Figure 1. Cells coloured by class (run 1).
Scale: 4 px per micron. Fill, decap, tap and diode cells in grey.
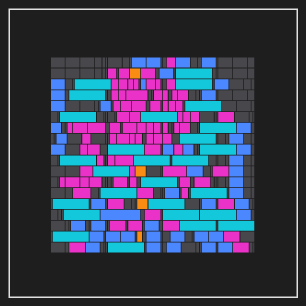
Figure 2. Routed clock nets over the placement (run 1).
Scale: 8 px per micron.
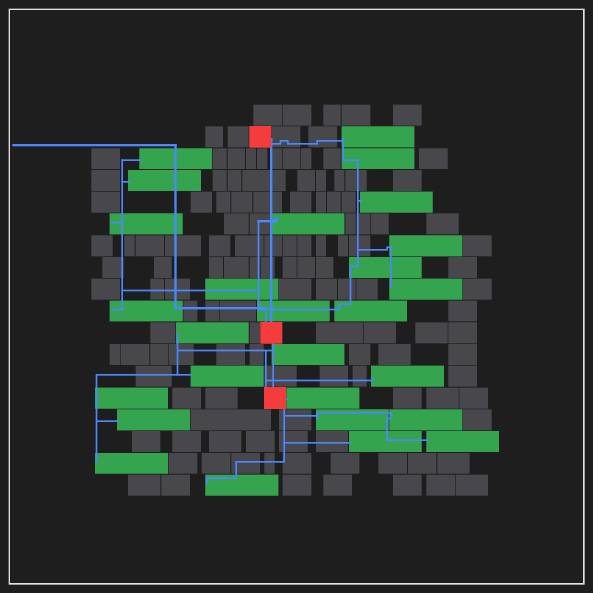
Figure 3. The metal 2 layer (run 1).
Scale: 4 px per micron. Cells faint in the background.
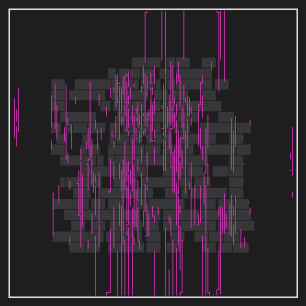
**config.mk**
```make
export PLATFORM = sky130hd
export DESIGN_NAME = matrix_mac_sequencer
export DESIGN_NICKNAME = d
export VERILOG_FILES = /design/src/rtl/matrix_mac_pkg.sv /design/src/rtl/matrix_idx_counter.sv /design/src/rtl/matrix_mac_sequencer.sv
export SDC_FILE = /design/constraint.sdc
export NUM_CORES = 1
export LEC_CHECK = 0
export ABC_AREA = 0
export CAP_MARGIN = 20
export CORE_MARGIN = 10
export CORE_UTILIZATION = 50
export CTS_CLUSTER_SIZE = 24
export DETAILED_ROUTE_END_ITERATION = 10
export GPL_TIMING_DRIVEN = 0
export MAX_ROUTING_LAYER = met4
export PLACE_DENSITY = 0.91
export SYNTH_ARGS = -nofsm -noshare
export SYNTH_HDL_FRONTEND = slang
export SYNTH_HIERARCHICAL = 1
export SYNTH_SLANG_ARGS = --single-unit
```
**constraint.sdc**
```tcl
create_clock -name clock -period 3.1 [get_ports clock]
set_input_delay 0.62 -clock clock [delete_from_list [all_inputs] [get_ports clock]]
set_output_delay 0.62 -clock clock [all_outputs]
set_load 0.005 [all_outputs]
```
**src/rtl/matrix_mac_pkg.sv**
```systemverilog
// Shared types and helpers for the matrix MAC sequencer.
// Holds the sequencer state encoding and the flat element addressing rule.
package matrix_mac_pkg;

  typedef enum logic [2:0] {
    IDLE   = 3'd0,
    CLEAR  = 3'd1,
    RUN    = 3'd2,
    DRAIN  = 3'd3,
    SETTLE = 3'd4,
    WRITE  = 3'd5,
    DONE   = 3'd6
  } seq_state_t;

  // Operand SRAM read latency; the MAC enable trails the read strobe by this much.
  localparam int MAC_RD_LATENCY = 1;

  function automatic int unsigned flat_addr(input int unsigned row,
                                            input int unsigned col,
                                            input int unsigned dim);
    return row * dim + col;
  endfunction

endpackage

```
**src/rtl/matrix_idx_counter.sv**
```systemverilog
// Nested row/column/inner-product index counter for the MAC sequencer.
// k walks the inner product; next_elem steps j, then i, in row-major order.
module matrix_idx_counter #(
  parameter int DIM   = 4,
  parameter int IDX_W = $clog2(DIM)
) (
  input  logic             clock,
  input  logic             reset,
  input  logic             clr_all,
  input  logic             inc_k,
  input  logic             next_elem,
  output logic [IDX_W-1:0] i,
  output logic [IDX_W-1:0] j,
  output logic [IDX_W-1:0] k,
  output logic             k_last,
  output logic             j_last,
  output logic             i_last
);

  localparam logic [IDX_W-1:0] IDX_MAX = IDX_W'(DIM - 1);
  localparam logic [IDX_W-1:0] IDX_ONE = IDX_W'(1);

  assign k_last = (k == IDX_MAX);
  assign j_last = (j == IDX_MAX);
  assign i_last = (i == IDX_MAX);

  always_ff @(posedge clock or negedge reset) begin
    if (!reset) begin
      i <= '0;
      j <= '0;
      k <= '0;
    end else if (clr_all) begin
      i <= '0;
      j <= '0;
      k <= '0;
    end else begin
      if (inc_k) begin
        k <= k_last ? '0 : k + IDX_ONE;
      end
      if (next_elem) begin
        if (j_last) begin
          j <= '0;
          i <= i_last ? '0 : i + IDX_ONE;
        end else begin
          j <= j + IDX_ONE;
        end
      end
    end
  end

endmodule

```
**src/rtl/matrix_mac_sequencer.sv**
```systemverilog
// Sequences the MAC unit through C = A x B, one C element at a time, and
// hands each finished accumulator value to the result buffer over valid/ready.
//
// state  | meaning
// IDLE   | waiting for start
// CLEAR  | mac_clear pulse, k reset
// RUN    | DIM operand reads, k = 0..DIM-1
// DRAIN  | last delayed mac_enable accumulates
// SETTLE | capture mac_result and C address
// WRITE  | res_valid held until res_ready
// DONE   | one-cycle done pulse
module matrix_mac_sequencer
  import matrix_mac_pkg::*;
#(
  parameter int DATA_WIDTH = 8,
  parameter int DIM        = 4,
  parameter int IDX_W      = $clog2(DIM),
  parameter int ADDR_W     = 2 * IDX_W
) (
  input  logic                  clock,
  input  logic                  reset,
  input  logic                  start,
  input  logic                  abort,
  output logic                  busy,
  output logic                  done,
  output logic                  rd_en,
  output logic [ADDR_W-1:0]     a_addr,
  output logic [ADDR_W-1:0]     b_addr,
  output logic                  mac_enable,
  output logic                  mac_clear,
  input  logic [DATA_WIDTH-1:0] mac_result,
  output logic                  res_valid,
  input  logic                  res_ready,
  output logic [ADDR_W-1:0]     res_addr,
  output logic [DATA_WIDTH-1:0] res_data
);

  seq_state_t state;

  logic [IDX_W-1:0]          i;
  logic [IDX_W-1:0]          j;
  logic [IDX_W-1:0]          k;
  logic                      k_last;
  logic                      j_last;
  logic                      i_last;
  logic                      clr_all;
  logic                      inc_k;
  logic                      next_elem;
  logic [MAC_RD_LATENCY-1:0] rd_pipe;

  matrix_idx_counter #(
    .DIM   (DIM),
    .IDX_W (IDX_W)
  ) u_idx (
    .clock     (clock),
    .reset     (reset),
    .clr_all   (clr_all),
    .inc_k     (inc_k),
    .next_elem (next_elem),
    .i         (i),
    .j         (j),
    .k         (k),
    .k_last    (k_last),
    .j_last    (j_last),
    .i_last    (i_last)
  );

  // Addresses come straight off the index flops, so they are glitch-free.
  assign a_addr     = ADDR_W'(flat_addr(32'(i), 32'(k), DIM));
  assign b_addr     = ADDR_W'(flat_addr(32'(k), 32'(j), DIM));
  assign mac_enable = rd_pipe[MAC_RD_LATENCY-1];

  // Indices sit at zero whenever no element is in progress.
  always_comb begin
    clr_all   = 1'b0;
    inc_k     = 1'b0;
    next_elem = 1'b0;
    if (abort || state == IDLE || state == DONE) begin
      clr_all = 1'b1;
    end else begin
      inc_k     = (state == RUN);
      next_elem = (state == WRITE) && res_ready && !(i_last && j_last);
    end
  end

  always_ff @(posedge clock or negedge reset) begin
    if (!reset) begin
      state     <= IDLE;
      busy      <= 1'b0;
      done      <= 1'b0;
      rd_en     <= 1'b0;
      rd_pipe   <= '0;
      mac_clear <= 1'b0;
      res_valid <= 1'b0;
      res_addr  <= '0;
      res_data  <= '0;
    end else begin
      done      <= 1'b0;
      mac_clear <= 1'b0;
      rd_pipe   <= MAC_RD_LATENCY'({rd_pipe, rd_en});
      if (abort && state != IDLE) begin
        // Squash the in-flight accumulate and leave the MAC cleared.
        state     <= IDLE;
        busy      <= 1'b0;
        rd_en     <= 1'b0;
        rd_pipe   <= '0;
        res_valid <= 1'b0;
        mac_clear <= 1'b1;
      end else begin
        unique case (state)
          IDLE: begin
            if (start && !abort) begin
              state     <= CLEAR;
              busy      <= 1'b1;
              mac_clear <= 1'b1;
            end
          end
          CLEAR: begin
            state <= RUN;
            rd_en <= 1'b1;
          end
          RUN: begin
            if (k_last) begin
              state <= DRAIN;
              rd_en <= 1'b0;
            end
          end
          DRAIN: begin
            state <= SETTLE;
          end
          SETTLE: begin
            state     <= WRITE;
            res_data  <= mac_result;
            res_addr  <= ADDR_W'(flat_addr(32'(i), 32'(j), DIM));
            res_valid <= 1'b1;
          end
          WRITE: begin
            if (res_ready) begin
              res_valid <= 1'b0;
              if (i_last && j_last) begin
                state <= DONE;
                done  <= 1'b1;
              end else begin
                state     <= CLEAR;
                mac_clear <= 1'b1;
              end
            end
          end
          DONE: begin
            state <= IDLE;
            busy  <= 1'b0;
          end
          default: begin
            state     <= IDLE;
            busy      <= 1'b0;
            rd_en     <= 1'b0;
            res_valid <= 1'b0;
          end
        endcase
      end
    end
  end

endmodule

```
==> notes.md, run 1 <==
Implementation results

The number of levels in the clock H-tree is 1. The start point of the critical path is u_idx/j[0]$_DFFE_PN0P_. During I/O placement, the number of pins put on the boundary was 39.

The script extracted a total leakage power of around 0.84 nW. Synthesis produced a netlist with a net count of 131. The routed wirelength normalized by instance count is 15.67 microns. The end point of the critical path is u_idx/j[0]$_DFFE_PN0P_. The met3 usage in global routing is ~2.3%. The shortest clock period the worst path allows after layout is 2.366 ns. The sequential cell area in the final layout is just under 700 sq um. Before any placement, the netlist area is recorded as 1333 sq um.

The violation count after the first detailed-route iteration is roughly 83. The synthesized netlist has a Yosys-reported chip area of 1333 sq um. In this run the critical path is formed by ha_1 -> nand2_1 -> nand2_1 -> or3_1 -> nor2_1 -> or3b_1 -> a21oi_2.

The total cells reported by yosys after synthesis is about 120. The relative slew slack is between 60% and 70%. The area occupied by multi-input gates is about 590 sq um. TritonCTS reports the number of clock sinks as 27. In the final timing run, aggregate negative setup slack is 0 ns.

Per the cell usage report, the commonest logic cell in the layout is sky130_fd_sc_hd__clkdlybuf4s50_1. The number of remaining DRC errors is 0. After the last flow step, the layout net total stands at 175. Post-CTS repair changed the size of 0 cells.

The clock root buffer is sky130_fd_sc_hd__clkbuf_4. The register with the most flip-flops in the layout has 8 of them. The flow reports an fmax of approximately 0.42 GHz.

The number of distinct library cells after synthesis is 33. The logic depth of the worst register-to-register path is 7. The floorplan die width is between 70 and 80 microns.

The type of the setup path with the least slack is register to register. The pin closest to its max-slew limit shows a slew of between 0.5 and 0.6 ns. Sequential cells were found to cover between 50% and 60% of the synthesized design area. The max capacitance violation total is 0.

The initial antenna violation count is 0. The fraction of layout instances using a drive strength above 1 is between 10% and 20%. The launch point of the worst reg-to-reg path is u_idx/j[0]$_DFFE_PN0P_. STA lists the endpoint of the worst register-to-register path as u_idx/j[0]$_DFFE_PN0P_. The cell type that accounts for the most area after synthesis is sky130_fd_sc_hd__dfrtp_1. The initial core utilization is a little over half.

The number of antenna repair diodes is 0. The final critical-path share of the clock period is roughly three quarters. The number of max-slew violations in the final report is 0.

Between the synthesized netlist and the finished layout, the area growth was recorded as 35.40%. STA reports the tightest min-delay check as being of type register to register. The total overflow left after global routing is 0. The wire length of the first global-routing pass is a little over 5000 microns.

In the log, the iteration count for the first detailed-route pass is 4. The maximum fanout count along the critical path is 7. The largest registers in the layout are res_data: 8 flops, res_addr: 4 flops, state: 3 flops.

The layer with the highest usage after global routing is met2. STA puts the critical path data required time at around 3.4 ns. The number of CTS-inserted buffers is 3. Global routing used 12.30% of the available tracks. The run finished with clean final reports. According to the dpl log, the detail-placed design has an HPWL of between 2000 and 2500 microns. The synthesized instance count is approximately 120. Once the clock tree was built, the setup fixing pass inserted 0 buffers. Buffers placed on the I/O ports in this run total 38.

The areal power density over the cells is 546.4 nW/um^2. The worst IR drop on VDD is 413.3 uV.
About Figure 1:
[magenta] all other logic | cells: 81 | share of their area: 34%
[orange] clock drivers and dummy loads | cells: 4 | share of their area: 1.5%
[cyan] flip-flops | cells: 27 | share of their area: 38%
[blue] other buffers and delay cells | cells: 46 | share of their area: 26%
Post-Layout Inst Area: 1804 sq um
Seq area share: 37.45%
Cell Rows: 18
final core occ: 72.17%
Std-Cell Core Area: 2500 sq um

About Figure 2:
[blue] clock wires | length: 318 microns
[red] cells driving clock nets | count: 3
[green] flip-flops | count: 27
routed clock nets: 4
clock group share of total power: 15.4%
worst skew pair latency: 0.32 ns
final clock skew: 0.004900 ns

About Figure 3:
nets with wire on the layer: 156
longest straight run: 22.3 microns

==> run 1: stage by stage <==
step                hold slack [ns]  instances  setup WS [ns]  util, %  total power, mW
floorplan                    0.3244        115          1.043        -           0.6667
global placement             0.4652        183         0.5575    70.02           0.8231
detailed placement           0.4740        184         0.4880    71.12           0.8452
CTS                          0.5051        188         0.7672    72.17           0.9959
global route                 0.5312        188         0.6160    72.17            1.054
finish                       0.4991        188         0.7342    72.17           0.9859
==> run 1: critical path, delay by kind of cell, from the launching register on <==
family                     cells  cell delay (ns)
adders and majority gates      1             0.30
and+or+nand+nor                5             1.43
AOI/OAI and AO/OA              1             0.13
DFF                            1             0.45
==> run 1: report_power, final <==
part           internal (mW)  switching, mW
sequential             0.414         0.0415
combinational          0.212          0.166
clock                 0.0504          0.101
total                  0.677          0.309
==> run 1: cell type report <==
type / count / area share [%]
Sequential cell: 27 / 37.45
Multi-Input combinational cell: 78 / 32.87
Timing Repair Buffer: 39 / 22.61
Buffer: 7 / 2.913
Tap cell: 30 / 2.080
Clock buffer: 4 / 1.456
Inverter: 3 / 0.6241
==> run 1: how the worst min path moves through the flow <==
stage / end / slack, ns / depth (start not counted)
after floorplan: busy$_DFFE_PN0P_ / 0.32 / 0
after global placement: res_valid$_DFFE_PN0P_ / 0.47 / 1
after detailed placement: res_data[7]$_DFFE_PN0P_ / 0.47 / 1
after CTS: res_data[7]$_DFFE_PN0P_ / 0.51 / 1
after global routing: res_data[5]$_DFFE_PN0P_ / 0.53 / 1
final: res_addr[1]$_DFFE_PN0P_ / 0.50 / 1
==> run 1: metal layers <==
metal / share of wire, % / wire length (microns) / up-vias
li1: - / - / 490
met1: 41 / 1208 / 499
met2: 53 / 1566 / 26
met3: 4.3 / 126 / 4
met4: 1.5 / 44 / 0
met5: 0 / 0 / -
==> run 1: cells in the mapped netlist (2+ instances only) <==
cell type,count
sky130_fd_sc_hd__or3b_1,2
sky130_fd_sc_hd__nand3_1,2
sky130_fd_sc_hd__o21bai_1,2
sky130_fd_sc_hd__inv_1,3
sky130_fd_sc_hd__mux2i_1,3
sky130_fd_sc_hd__ha_1,3
sky130_fd_sc_hd__mux2_2,3
sky130_fd_sc_hd__o21ai_1,3
sky130_fd_sc_hd__nand2_1,4
sky130_fd_sc_hd__a21oi_1,6
sky130_fd_sc_hd__nor3_1,3
sky130_fd_sc_hd__nor2_1,6
sky130_fd_sc_hd__dfrtp_1,27
sky130_fd_sc_hd__nand2b_1,8
sky130_fd_sc_hd__buf_4,5
sky130_fd_sc_hd__mux2_1,9
sky130_fd_sc_hd__a21bo_2,3
sky130_fd_sc_hd__nor2b_1,2
sky130_fd_sc_hd__o21ai_0,3
sky130_fd_sc_hd__a21o_1,5
==> run 1: cells by family (layout without fill, tap and decap cells) <==
family,count (synthesis),in the layout,share of synthesized area [%]
buf+inv,10,53,4.789
mux,15,15,12.39
xor+xnor,1,1,0.6574
simple gates,33,33,14.93
flops,27,27,50.70
compound gates,26,26,13.71
fa+ha+maj,3,3,2.817
==> run 2, diff against run 1 <==
Settings changed: CORE_UTILIZATION 50 to 46, PLACE_DENSITY 0.91 to 0.85.
Clock period 3.1 ns to 2.2 ns, I/O delays scaled along.
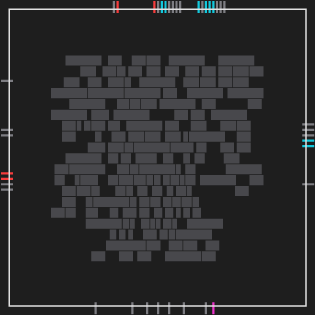
Figure 4: run 2, I/O pins on the die edge.
Scale: 4 px per micron. Pins as bars across the die edge, other pins in grey.
[cyan] mac_result | pins: 8 | direction: input | edge: 6 top, 2 right
[red] b_addr | pins: 4 | direction: output | edge: 2 top, 2 left
[magenta] mac_clear | pins: 1 | direction: output | edge: bottom
all pins by edge: 18 top, 8 bottom, 7 left, 6 right
die width: 73.82 microns
Buffers on Ports: 38
Die H: 73.82 microns

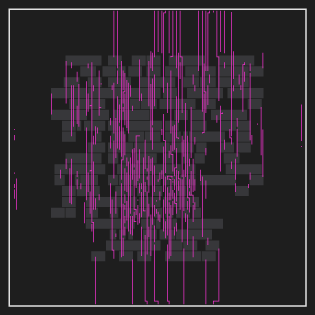
Figure 5: run 2, the metal 2 layer.
Scale: 4 px per micron. Cells faint in the background.
longest straight run: 40.0 microns
wire length on this layer: 1710 microns
share of all routed wire: 54%
main direction: vertical
nets with wire on the layer: 164
final routed wirelength across all metal layers: 3182 microns
routed vias: 1043

==> run 2 against run 1 <==
Cell area up 1.7%. Synthesized cell count did not move. Highest routed layer unchanged. Die size increased by 6.2%. First-iteration DRC count down 70%.
==> notes.md, run 2 <==
Implementation results

The initial utilization of the core area, before any placement, comes to 48.32%. The post-synth count of flops with an enable pin is 0. After synthesis, the design contains roughly 120 cells according to Yosys. The clock net in this run drives a total of 27 sinks.

The final standard cell utilization of the core is between 60 and 70%. Per the post-route antenna check, the number of violating nets is 0. In the finished design, the share of the clock period the worst path needs comes to approximately 94%.

After synthesis, the cell types taking the most area are sky130_fd_sc_hd__dfrtp_1 (51%), sky130_fd_sc_hd__mux2_1 (7.6%), sky130_fd_sc_hd__nand2b_1 (3.8%), sky130_fd_sc_hd__a21o_1 (2.8%), sky130_fd_sc_hd__buf_4 (2.8%). For the worst flop-to-flop path, the logic depth is 7. The type of origin of the critical path is a register.

The per-cell via count in the routed design is 5.461. The design draws between 1 and 1.5 mW. Averaged over all synthesized cells, the footprint is 11.59 sq um.

The flow ran to the end, and the final reports show no timing, DRC or antenna violations. The number of distinct library cells after synthesis is 33. The final net count is around 180. The clock edge transition at the registers on the reported setup and hold paths is around 0.15 ns. Based on the critical path, the design can be clocked at up to 0.4849 GHz. The layout has about 220 filler cells. The DRC violation total left in the routed layout is recorded as 0. The synthesized design spends more area on one cell type than any other, namely sky130_fd_sc_hd__dfrtp_1.

The total area inside the core boundary comes to approximately 2800 sq um. The chip occupies between 5000 and 6000 sq um. The global routing usage summed across all routing layers is between 10% and 20%. The layout report lists the multi-input gate area as ~600 sq um. The top-area cell type share of the netlist area is around half.

STA puts the critical path data arrival time at 2.33 ns. The last timing report of the flow puts the setup violation total at 0. TritonCTS built the clock tree. The number of max-slew violations in the final report is 0. The launch point of the worst reg-to-reg path is u_idx/j[0]$_DFFE_PN0P_.

The clock root buffer is sky130_fd_sc_hd__clkbuf_4. Across all setup checks in the final design, the least slack found is ~0.14 ns. In the final run the clock tree shows a worst skew of around 0.0024 ns.

The areal power density over the cells is roughly 770 nW/um^2. The global route stage reports its total congestion overflow as 0. Setup repair after global routing left no endpoint under its margin. The max capacitance violation total is 0. The most common cell in the synthesized netlist is sky130_fd_sc_hd__dfrtp_1. The initial antenna violation count was 0.

The number of CTS-inserted buffers is 3. The placement row count is 19. Final hold analysis gives a worst-case slack of 0.3873 ns. The type recorded for the worst min-delay path is input pin to async pin. In this run the critical register-to-register path is captured at u_idx/j[0]$_DFFE_PN0P_. The number of antenna repair diodes is 0.

Across the whole layout, storage elements account for about 680 sq um. The worst IR drop on VDD is roughly 640 uV. The tally of yosys warning messages is 6. The most common cell after layout, fill and taps aside is sky130_fd_sc_hd__clkdlybuf4s50_1.

The register containing the most flip-flops in the final layout is res_data. The most common logic cells in the final layout are sky130_fd_sc_hd__clkdlybuf4s50_1 (38), sky130_fd_sc_hd__dfrtp_1 (27), sky130_fd_sc_hd__mux2_1 (9). The final report lists a non-filler cell total of between 150 and 200.

STA classifies the critical path endpoint as a register. In the final layout, the registers with the most flip-flops are res_data: 8 flops, res_addr: 4 flops, state: 3 flops. The post-place setup slack is -0.2386 ns. The final total negative setup slack is 0 ns. Once placement completed, the tool counted placed cells totaling about 190.

Measured against its own limit, the worst slew margin works out to a little under three fifths. The report puts the hold buffer count at CTS at 0. The post-synth register bit count is 27. Sequential cells were found to cover 50.70% of the synthesized design area.

The slew at the pin closest to its max-slew limit is around 0.67 ns. Cells with a size suffix above 1 make up approximately 16% of the layout. The slack of the worst reg-to-reg path is roughly 0.14 ns. The register with the most flip-flops in the layout has 8 of them. Counting every instance in the synthesized netlist gives between 100 and 150. The leakage power is between 0.8 and 0.9 nW.

The type of the setup path with the least slack is register to register. Compared with the post-synthesis result, the final layout area differs by 37.65%. The routed design could run at a clock period as short as 2.062 ns. The first-pass detailed-route iteration total is 4.

Entering global routing, the biggest net connects 22 pins. For this block, the initial DRC count from the detailed router was 25. Counting every net in the synthesized netlist gives roughly 130. The final-report hold violation count is 0. The post-route cell area is between 1500 and 2000 sq um.

No sink is reached through more buffers than the 2 on the longest clock path. The number of levels in the clock H-tree is 1. The maximum fanout count along the critical path is 6. The synthesized netlist has a Yosys-reported chip area of 1333 sq um. Once detailed placement completed, the half-perimeter wirelength came to approximately 2400 microns.

The data required time reported for the critical path is about 2.5 ns. The insertion delay to the later sink of the worst-skew pair is between 0.3 and 0.4 ns. The cell area after synthesis is ~1300 sq um. The routed wirelength normalized by instance count is roughly 17 microns.

The proportion of register bits with asynchronous set or reset after synthesis is 100.0%. The routability congestion estimate is 0.9024. Sorting the synthesized cells by how often they occur yields sky130_fd_sc_hd__dfrtp_1 (27), sky130_fd_sc_hd__mux2_1 (9), sky130_fd_sc_hd__nand2b_1 (8). The placement stage leaves a total instance area of ~1800 sq um. The I/O pin count is 39.

The count of tool warnings is 26. For this run, the leading register cell type out of synthesis is sky130_fd_sc_hd__dfrtp_1. The via count of the first global-routing pass was approximately 1000.

The wire length of the first global-routing pass is 5216 microns.
==> run 2: cell counts after synthesis <==
Identical to the previous run, type by type.
==> run 2: timing repair <==
action / CTS / global route
pin swaps: 0 / 1
buffers inserted: 0 / 2
gates resized: 2 / 1
setup endpoints to repair: 1 / 1
endpoints found under the hold margin: 0 / 0
==> run 2: where the power goes <==
part	leakage [nW]	total [mW]	switching [mW]	internal, mW
Combinational	0.471	0.546	0.246	0.300
Sequential	0.361	0.642	0.0578	0.584
Clock	0.0139	0.224	0.154	0.0696
Total	0.846	1.41	0.458	0.953
==> run 2: how the worst max path moves through the flow <==
stage | start | end | cells after the start
6_report | u_idx/j[0]$_DFFE_PN0P_ | u_idx/j[0]$_DFFE_PN0P_ | 7
5_1_grt | u_idx/j[0]$_DFFE_PN0P_ | u_idx/j[0]$_DFFE_PN0P_ | 7
2_1_floorplan | u_idx/j[0]$_DFFE_PN0P_ | u_idx/j[0]$_DFFE_PN0P_ | 7
3_5_place_dp | abort | u_idx/j[0]$_DFFE_PN0P_ | 6
4_1_cts | u_idx/j[0]$_DFFE_PN0P_ | u_idx/j[0]$_DFFE_PN0P_ | 7
3_3_place_gp | abort | u_idx/j[0]$_DFFE_PN0P_ | 6
==> run 2: logic make-up after synthesis <==
family | count (synthesis) | synth area share, %
AND-OR/OR-AND | 26 | 13.71
XOR/XNOR | 1 | 0.6574
adder cells (fa/ha/maj) | 3 | 2.817
buffers and inverters | 10 | 4.789
flip-flops | 27 | 50.70
multiplexers | 15 | 12.39
AND/OR/NAND/NOR | 33 | 14.93
==> run 2: worst max-delay path, stage by stage, from the launching register on <==
cell and delay [ns]:
sky130_fd_sc_hd__dfrtp_1 0.43, sky130_fd_sc_hd__ha_1 0.28, sky130_fd_sc_hd__nand2_2 0.12, sky130_fd_sc_hd__nand2_1 0.08, sky130_fd_sc_hd__or3_1 0.44, sky130_fd_sc_hd__nor2_4 0.16
sky130_fd_sc_hd__or3b_1 0.38, sky130_fd_sc_hd__a21oi_2 0.12
==> run 2: layer usage <==
layer / GRT usage (%) / vias up / share of wire, % / wire length [microns]
met5: - / - / 0 / 0
met4: 5.590 / 0 / 2.1 / 68
met3: 2.423 / 6 / 4.2 / 135
met2: 21.12 / 35 / 54 / 1712
met1: 14.54 / 505 / 40 / 1265
li1: - / 497 / - / -
==> run 2: final cells by class <==
type	count	area share, %
clock buffer	3	1.228
sequential	27	36.83
buffer	7	2.865
multi-input combinational	78	32.88
tap	31	2.115
timing repair buffer	41	23.06
inverter	3	0.6139
clock inverter	1	0.4093
==> run 3, diff against run 2 <==
Settings changed: CORE_UTILIZATION 46 to 47, GPL_ROUTABILITY_DRIVEN set to 1, PLACE_DENSITY 0.85 to 0.86, RECOVER_POWER set to 100, SYNTH_HIERARCHICAL 1 to not set.
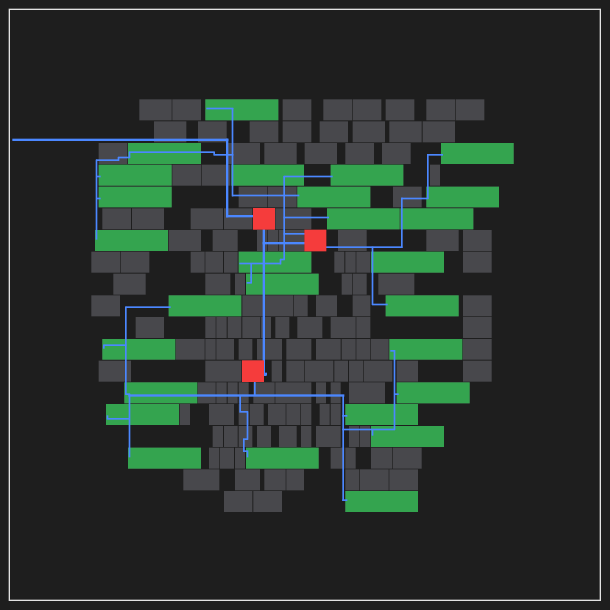
Figure 6: run 3, routed clock nets over the placement.
Scale: 8 px per micron.
[blue] clock wires | length: 294 microns
[red] cells driving clock nets | count: 3
[green] flip-flops | count: 27
routed clock nets: 4

==> run 3 against run 2 <==
Sequential share of layout area is 0.74 points higher. First-iteration DRC count up 100%. Critical path depth fell by 5. Final cell count grew 4.2%. Non-clock buffer count stayed put.
==> notes.md, run 3 <==
Implementation results

The cell area after synthesis is around 1400 sq um. The library cells used most frequently in the layout, excluding fill and tap cells, are sky130_fd_sc_hd__dlygate4sd3_1 (28), sky130_fd_sc_hd__dfrtp_1 (27), sky130_fd_sc_hd__mux2_2 (12). The type of the tightest min-delay check is input pin to async pin.

The floorplan step defined a die boundary enclosing between 5000 and 6000 sq um. The routed design could run at a clock period as short as just under 2 ns. The flip-flop count of the largest register, all copies and words added is 8. The final standard cell utilization of the core is 65.20%. The residual antenna-violating net count after detailed routing is 0. Clock-pin slew was measured on the worst setup and hold paths at about 0.15 ns. After synthesis, the most frequently instantiated cells are sky130_fd_sc_hd__dfrtp_1 (27), sky130_fd_sc_hd__mux2_2 (12), sky130_fd_sc_hd__nor2_1 (11).

The flow ran to the end, and the final reports show no timing, DRC or antenna violations. Synthesis produced a netlist with a net count of between 100 and 150. Across every metal layer, demand over resource in global routing totals 12.67%.

The total of flip-flops plus latches after synthesis is 27. The final report lists a non-filler cell total of 199. Counting only logic cells after layout, the most numerous master is sky130_fd_sc_hd__dlygate4sd3_1. The final timing report counts setup violations totalling 0. The layout report lists the multi-input gate area as roughly 600 sq um.

The sequential cell area in the final layout is 675.6 sq um. CTS built an H-tree with a depth of 1. The congestion estimate from routability-driven global placement came to 0.8647. The register containing the most flip-flops in the final layout is res_data. The part of the Yosys area used for sequential elements is around half. The worst setup path is of the register to primary output kind.

The maximum clock insertion buffer count is 2. In the Yosys report the total cell count is about 130. The routed wire length is 3240 microns. Setup repair after global routing left no endpoint under its margin. The violation count after the first detailed-route iteration is roughly 50. The wire length of the first global-routing pass is 5471 microns. For this configuration, the core starts out at a cell density of between 40 and 50%. The top-area cell type share of the netlist area is between 40% and 50%. Among all cell types in the netlist, the one instantiated most often is sky130_fd_sc_hd__dfrtp_1. For the pin with the worst max-slew slack, the measured transition is a little over 0.8 ns. The tally of yosys warning messages is 0.

The post-synthesis instance total is about 130. The synthesis report lists the most area-consuming cells as sky130_fd_sc_hd__dfrtp_1 (50%), sky130_fd_sc_hd__mux2_2 (10%), sky130_fd_sc_hd__ha_1 (5.5%), sky130_fd_sc_hd__nor2_1 (3.0%), sky130_fd_sc_hd__a21oi_1 (2.6%). Static timing analysis puts the maximum clock frequency at around 0.52 GHz. Max-slew check failures listed in the final report amount to 0. Dividing total power by cell area gives a power density of 736.0 nW/um^2. In this run, synthesis inferred 0 flip-flops with an integrated enable. The category of the worst setup path capture point is a primary output. The report lists the number of standard-cell rows as 19. Entering global routing, the biggest net connects 17 pins.

The average cell area after synthesis is between 10 and 15 sq um. Detailed placement ended at an HPWL of approximately 2600 microns. According to the I/O placement log, the pin count is 39. The number of antenna diodes in the final layout is 0. The type of origin of the critical path is a register. The number of buffers inserted for hold repair after clock tree synthesis is 0. The via count of the first global-routing pass is between 1000 and 1500. The final-report hold violation count is 0. The count of tool warnings is 28. The core region is about 2800 sq um.

The CTS tree is yes. The worst-case max-slew headroom was logged as between 40% and 50%. The worst IR drop on VDD is 525.1 uV.

The vertical extent of the die is about 74 microns. The post-synthesis cell type with the largest combined area is sky130_fd_sc_hd__dfrtp_1. For the final routed database, the setup TNS stands at 0 ns. The leakage component of the power was reported as around 0.9 nW. The number of fill cells is ~220. The fraction of layout instances using a drive strength above 1 is about 14%. The chip area from the yosys synthesis statistics is 1355 sq um. Counting distinct cell types in the post-synthesis netlist gives 37. Across all layers, the routed design uses between 1000 and 1500 vias. The area added between synthesis and finish is 32.69%. The total congestion overflow is 0. The script logs the mean routed wire length per placed instance as 16.28 microns. The pre-antenna-repair detailed-routing pass consisted of 5 iterations.

The proportion of register bits with asynchronous set or reset after synthesis is 100.0%. In this run, placement finished with an instance count of 195. The tree is rooted in a sky130_fd_sc_hd__clkbuf_4.

The required time reported for the critical path endpoint is between 1.5 and 2 ns. The number of setup buffers added after CTS is 0. The top flip-flop cell by instance count after synthesis is sky130_fd_sc_hd__dfrtp_1. In this run, post-CTS repair resized a total of 0 instances. Input and output buffers added on the ports amount to 38. The run reported a max-capacitance violation count of 0. The largest registers in the layout are res_data: 8 flops, res_addr: 4 flops, state: 3 flops. The insertion delay to the later sink of the worst-skew pair is approximately 0.33 ns. Post-route period utilization is reported as between 80% and 90%. The data arrival time of the critical path is 1.48 ns. The routed layout reports a DRC error count of 0. The floorplan step set the die width to 73.70 microns. According to the finish report, the design has a final net count of approximately 190. The maximum fanout count along the critical path is 5. The per-cell via count in the routed design is ~5.7. The number of CTS-inserted buffers is 3. The initial antenna violation count is 0.
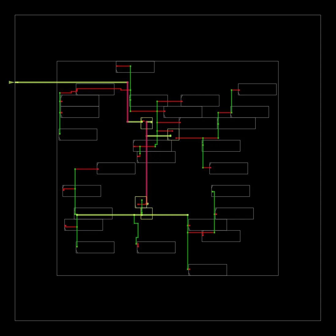
Figure 7: run 3, clock routing.
final clock skew: 0.004995 ns
power dissipated in the clock network: 0.221 mW
clk sink count: 27
flop count: 27

run 3: per-stage QoR:
step	cell area, sq um	setup slack (ns)	power, mW	hold slack [ns]
2_1_floorplan	1355	0.7161	0.8680	0.1444
3_3_place_gp	1774	0.1655	1.132	0.4683
3_5_place_dp	1789	0.1369	1.165	0.4846
4_1_cts	1819	0.3684	1.386	0.4812
5_1_grt	1798	0.2308	1.408	0.5382
6_report	1798	0.2794	1.323	0.5173
run 3: kinds of logic (layout without fill, tap and decap cells):
group                      after synthesis  in the layout  share of synthesized area (%)
DFF                                     27             27                          49.86
xor gates and xnor gates                 2              2                          1.293
AOI/OAI and AO/OA                       23             23                          11.36
and+or+nand+nor                         38             38                          14.04
adders and majority gates                6              6                          5.540
buffers and inverters                   14             57                          5.632
muxes                                   15             15                          12.28
run 3: worst max-delay path, cell delays in order (launching register included):
cell                            delay (ns)
sky130_fd_sc_hd__dfrtp_1              0.45
sky130_fd_sc_hd__buf_4                0.14
sky130_fd_sc_hd__dlygate4sd3_1        0.57
run 3: layout make-up:
class	instances	share of cell area, %
flip-flops and latches	27	37.58
well taps	31	2.157
clock buffers	3	1.253
plain buffers	9	2.923
inverters	5	1.044
clock inverters	1	0.4175
repair buffers	39	21.36
multi-input cells	84	33.26
run 3: where the power goes:
group          internal [mW]  switching [mW]  total, mW
Sequential             0.597          0.0600      0.657
Clock                 0.0696           0.152      0.221
Combinational          0.262           0.183      0.445
run 3: worst paths after layout:
path	endpoint	slack, ns	startpoint	cells past startpoint
max	b_addr[2]	0.28	u_idx.k[0]$_DFFE_PN0P_	2
max in group asynchronous	res_valid$_DFFE_PN0P_	0.56	reset	2
min	res_data[5]$_DFFE_PN0P_	0.52	reset	1
min reg2reg	res_addr[0]$_DFFE_PN0P_	0.52	res_addr[0]$_DFFE_PN0P_	1
min in group clock	res_addr[0]$_DFFE_PN0P_	0.52	res_addr[0]$_DFFE_PN0P_	1
max reg2reg	busy$_DFFE_PN0P_	0.41	state[1]$_DFFE_PN0P_	6
run 3: per-layer routing:
layer,wire length [microns],global-route usage (%),up-vias
met1,1213,14.60,541
met5,0,-,-
met2,1706,20.83,49
li1,-,-,528
met3,273,3.769,7
met4,46,3.520,0
Power figures rest on the tool's default switching activity, not on a simulated workload.
